`src/rtl/data_mem_arbiter.sv`:
```
// Round-robin arbiter sharing one data-memory port between two requesters.
// Outstanding read tags are queued in issue order to route returned beats.
module data_mem_arbiter #(
    parameter int DATA_MEM_READ_LATENCY = 2
) (
    input  logic        clk,
    input  logic        rst,
    input  logic [31:0] p0_address,
    input  logic [3:0]  p0_write_en,
    input  logic [31:0] p0_write_data,
    input  logic [3:0]  p0_read_en,
    output logic        p0_busy,
    output logic [31:0] p0_read_data,
    output logic        p0_read_data_valid,
    input  logic [31:0] p1_address,
    input  logic [3:0]  p1_write_en,
    input  logic [31:0] p1_write_data,
    input  logic [3:0]  p1_read_en,
    output logic        p1_busy,
    output logic [31:0] p1_read_data,
    output logic        p1_read_data_valid,
    output logic [31:0] mem_address,
    output logic [3:0]  mem_write_en,
    output logic [31:0] mem_write_data,
    output logic [3:0]  mem_read_en,
    input  logic [31:0] mem_read_data,
    input  logic        mem_read_data_valid,
    input  logic        mem_busy,
    output logic        protocol_error
);

    localparam int DEPTH = DATA_MEM_READ_LATENCY;
    localparam int PW    = (DEPTH > 1) ? $clog2(DEPTH) : 1;
    localparam int CW    = $clog2(DEPTH) + 1;

    logic          last_grant;
    logic          tags [DEPTH];
    logic [PW-1:0] wr_ptr;
    logic [PW-1:0] rd_ptr;
    logic [CW-1:0] count;

    logic p0_wr, p1_wr, p0_req, p1_req;
    logic p0_elig, p1_elig, grant0, grant1;
    logic full, empty, push, pop, head;

    function automatic logic [PW-1:0] ptr_next(input logic [PW-1:0] p);
        return (p == PW'(DEPTH - 1)) ? '0 : p + PW'(1);
    endfunction

    assign p0_wr  = |p0_write_en;
    assign p1_wr  = |p1_write_en;
    assign p0_req = p0_wr | (|p0_read_en);
    assign p1_req = p1_wr | (|p1_read_en);

    assign empty = (count == '0);
    assign full  = (count == CW'(DEPTH));
    assign pop   = mem_read_data_valid & ~empty;
    assign head  = tags[rd_ptr];

    // A read may issue into a full FIFO only when a return frees a slot now.
    assign p0_elig = p0_req & ~mem_busy & (p0_wr | ~full | pop);
    assign p1_elig = p1_req & ~mem_busy & (p1_wr | ~full | pop);

    assign grant0 = p0_elig & (~p1_elig | last_grant);
    assign grant1 = p1_elig & (~p0_elig | ~last_grant);

    assign push = (grant0 & ~p0_wr) | (grant1 & ~p1_wr);

    assign p0_busy = p0_req & ~grant0;
    assign p1_busy = p1_req & ~grant1;

    always_comb begin
        mem_address    = p0_address;
        mem_write_data = p0_write_data;
        mem_write_en   = '0;
        mem_read_en    = '0;
        if (grant0) begin
            mem_write_en = p0_write_en;
            mem_read_en  = p0_wr ? 4'b0000 : p0_read_en;
        end else if (grant1) begin
            mem_address    = p1_address;
            mem_write_data = p1_write_data;
            mem_write_en   = p1_write_en;
            mem_read_en    = p1_wr ? 4'b0000 : p1_read_en;
        end
    end

    assign p0_read_data       = mem_read_data;
    assign p1_read_data       = mem_read_data;
    assign p0_read_data_valid = pop & ~head;
    assign p1_read_data_valid = pop & head;

    always_ff @(posedge clk or negedge rst) begin
        if (!rst) begin
            last_grant     <= 1'b1;
            wr_ptr         <= '0;
            rd_ptr         <= '0;
            count          <= '0;
            protocol_error <= 1'b0;
            for (int i = 0; i < DEPTH; i++) tags[i] <= 1'b0;
        end else begin
            if (grant0)
                last_grant <= 1'b0;
            else if (grant1)
                last_grant <= 1'b1;

            if (push) begin
                tags[wr_ptr] <= grant1;
                wr_ptr       <= ptr_next(wr_ptr);
            end
            if (pop)
                rd_ptr <= ptr_next(rd_ptr);

            unique case ({push, pop})
                2'b10:   count <= count + CW'(1);
                2'b01:   count <= count - CW'(1);
                default: count <= count;
            endcase

            if (mem_read_data_valid && empty)
                protocol_error <= 1'b1;
        end
    end

endmodule
```
`config.mk`:
```
export PLATFORM = sky130hd
export DESIGN_NAME = data_mem_arbiter
export DESIGN_NICKNAME = d
export VERILOG_FILES = /design/src/rtl/data_mem_arbiter.sv
export SDC_FILE = /design/constraint.sdc
export NUM_CORES = 1
export LEC_CHECK = 0
export ABC_AREA = 0
export CAP_MARGIN = 10
export CORE_AREA = 2 2 123 125
export CTS_CLUSTER_DIAMETER = 50
export DETAILED_ROUTE_END_ITERATION = 8
export DIE_AREA = 0 0 125 127
export GPL_TIMING_DRIVEN = 0
export HOLD_SLACK_MARGIN = 0.08
export PLACE_DENSITY = 0.51
export SLEW_MARGIN = 20
export SYNTH_ARGS = -nofsm -noshare
export SYNTH_HDL_FRONTEND = slang
export SYNTH_SLANG_ARGS = --single-unit
export TNS_END_PERCENT = 10
```
`constraint.sdc`:
```
create_clock -name clk -period 3.25 [get_ports clk]
set_clock_uncertainty 0.05 [all_clocks]
set_input_delay 0.65 -clock clk [delete_from_list [all_inputs] [get_ports clk]]
set_output_delay 0.65 -clock clk [all_outputs]
set_load 0.02 [all_outputs]
```
Figure 1. Cell sizes after repair.
The bar under the picture is 50 um long.
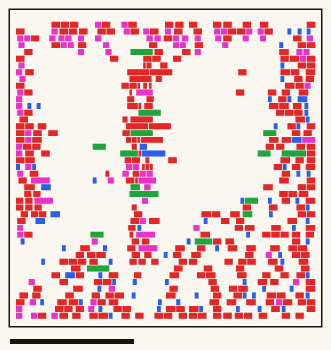
legend:
  _0 and _1 cells:
    colour: red
    cells: 322
  _6 and larger:
    colour: green
    cells: 15
  _3 and _4 cells:
    colour: magenta
    cells: 85
  _2 cells:
    colour: blue
    cells: 75

==> results_slide.txt <==
Run Summary

Run status
  – Status: finished, final reports clean

Cells and area
  – Footprint of the multi-input gates: 1120 um^2
  – Post-layout nets: 679
  – Sequential Area: 201 um^2
  – Total of fill cells in the finished design: 1505

STA
  – Max Transition Viols Final: 0
  – Cycle use final: 99.1%
  – Hold Violations, Final: 0
  – Setup repair after global routing missed its margin: true

CTS
  – Clock-pin slew on the worst setup and hold paths: 0.04 ns
  – Number of buffers created by CTS: 3

Worst setup path
  – Crit. path cell count: 8
  – Cell count of the worst reg-to-reg path: 8
  – Crit path cell chain: dlygate4sd2_1 > nor4_4 > o21a_1 > o211a_1 > bufbuf_16 > buf_8 > mux2_1 > buf_2

Yosys
  – Mux cell area share: 39.4%
  – Share of flip-flops with an asynchronous set or reset after synthesis: 100%
  – Biggest combinational cell group after synthesis: multiplexers
  – Share of synthesized cell area in full adder, half adder and majority cells: 0.675%
  – Synthesized Nets: 373
  – Basic-gate share of the synthesized area counting and, or, nand and nor cells: 5.06%
  – Warnings, synthesis: 0
  – Number of standard cells reported by yosys: 192
  – Share of the yosys chip area belonging to registers: 10.9%

Place
  – Port-buffer cells: 288
  – Final estimated routing congestion in global placement: 0.797
  – Count of placed standard cells including taps: 664

Global route
  – Total overflow reported by the global router: 0
  – Initial antenna violation count: 0

Min path
  – Cell depth of the worst min-delay path: 1

Drt
  – Average wire length per cell after detail routing: 14.9 um
  – Detailed-route vias per instance: 3.84
  – Number of design-rule violations left by the first detailed-router iteration: 56

Job
  – Number of logged tool warnings: 28
Figure 2. Cell outlines without signal wires.
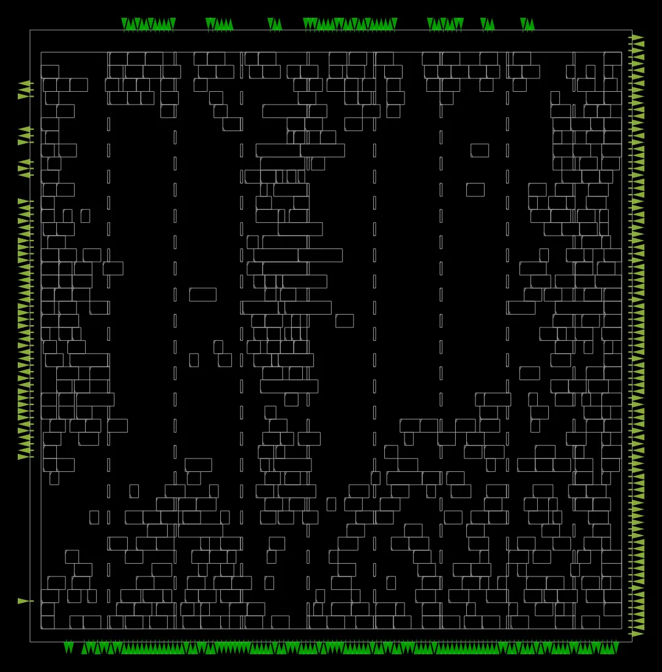
Final Non-Filler Cells: 681
FP Rows: 44

[registers in the layout (all words and copies together) (netlist names)]
register        cells
count               2
tags                2
last_grant          1
protocol_error      1
rd_ptr              1
wr_ptr              1
[stage by stage]
stage | instance area [um^2] | power [W] | setup slack (ns) | utilization (%)
after global routing | 4950 | 0.00150 | -0.0784 | 34.3
after detailed placement | 4970 | 0.00124 | -0.943 | 34.4
after floorplan | 1850 | 0.000700 | 0.416 | -
after global placement | 4970 | 0.00123 | -0.848 | 34.4
after CTS | 5110 | 0.00145 | -0.0640 | 35.4
final | 4950 | 0.00142 | 0.0303 | 34.3
[cells in the final DEF (no fill, tap or decap), types with 5 or more instances in the layout]
master,Yosys,layout
sky130_fd_sc_hd__buf_4,64,78
sky130_fd_sc_hd__dlygate4sd2_1,0,15
sky130_fd_sc_hd__mux2_1,63,60
sky130_fd_sc_hd__buf_8,0,5
sky130_fd_sc_hd__clkdlybuf4s50_1,0,197
sky130_fd_sc_hd__dfrtp_1,7,7
sky130_fd_sc_hd__buf_2,1,64
[power breakdown]
part	internal, W	switching [W]
logic	0.000565	0.000449
registers	0.000143	0.0000452
clock network	0.000164	0.0000509
total	0.000871	0.000545
[worst max-delay path by stage]
| stage | to | from | slack [ns] |
|---|---|---|---|
| floorplan | mem_address[0] | p0_write_en[0] | 0.42 |
| global placement | mem_address[26] | p0_write_en[0] | -0.85 |
| detailed placement | mem_address[25] | p0_write_en[0] | -0.94 |
| CTS | mem_write_data[15] | p0_write_en[2] | -0.06 |
| global route | mem_write_data[29] | p0_write_en[1] | -0.08 |
| finish | mem_write_data[29] | p0_write_en[1] | 0.03 |
[layer usage]
layer  global-route usage [%]  wire, um  up-vias
li1                         -         -     1235
met1                     11.0      3420     1209
met2                     24.3      5800      155
met3                     2.22       750       14
met4                     2.88       168        0
met5                        0         0        -
Power and IR drop assume default switching activity.
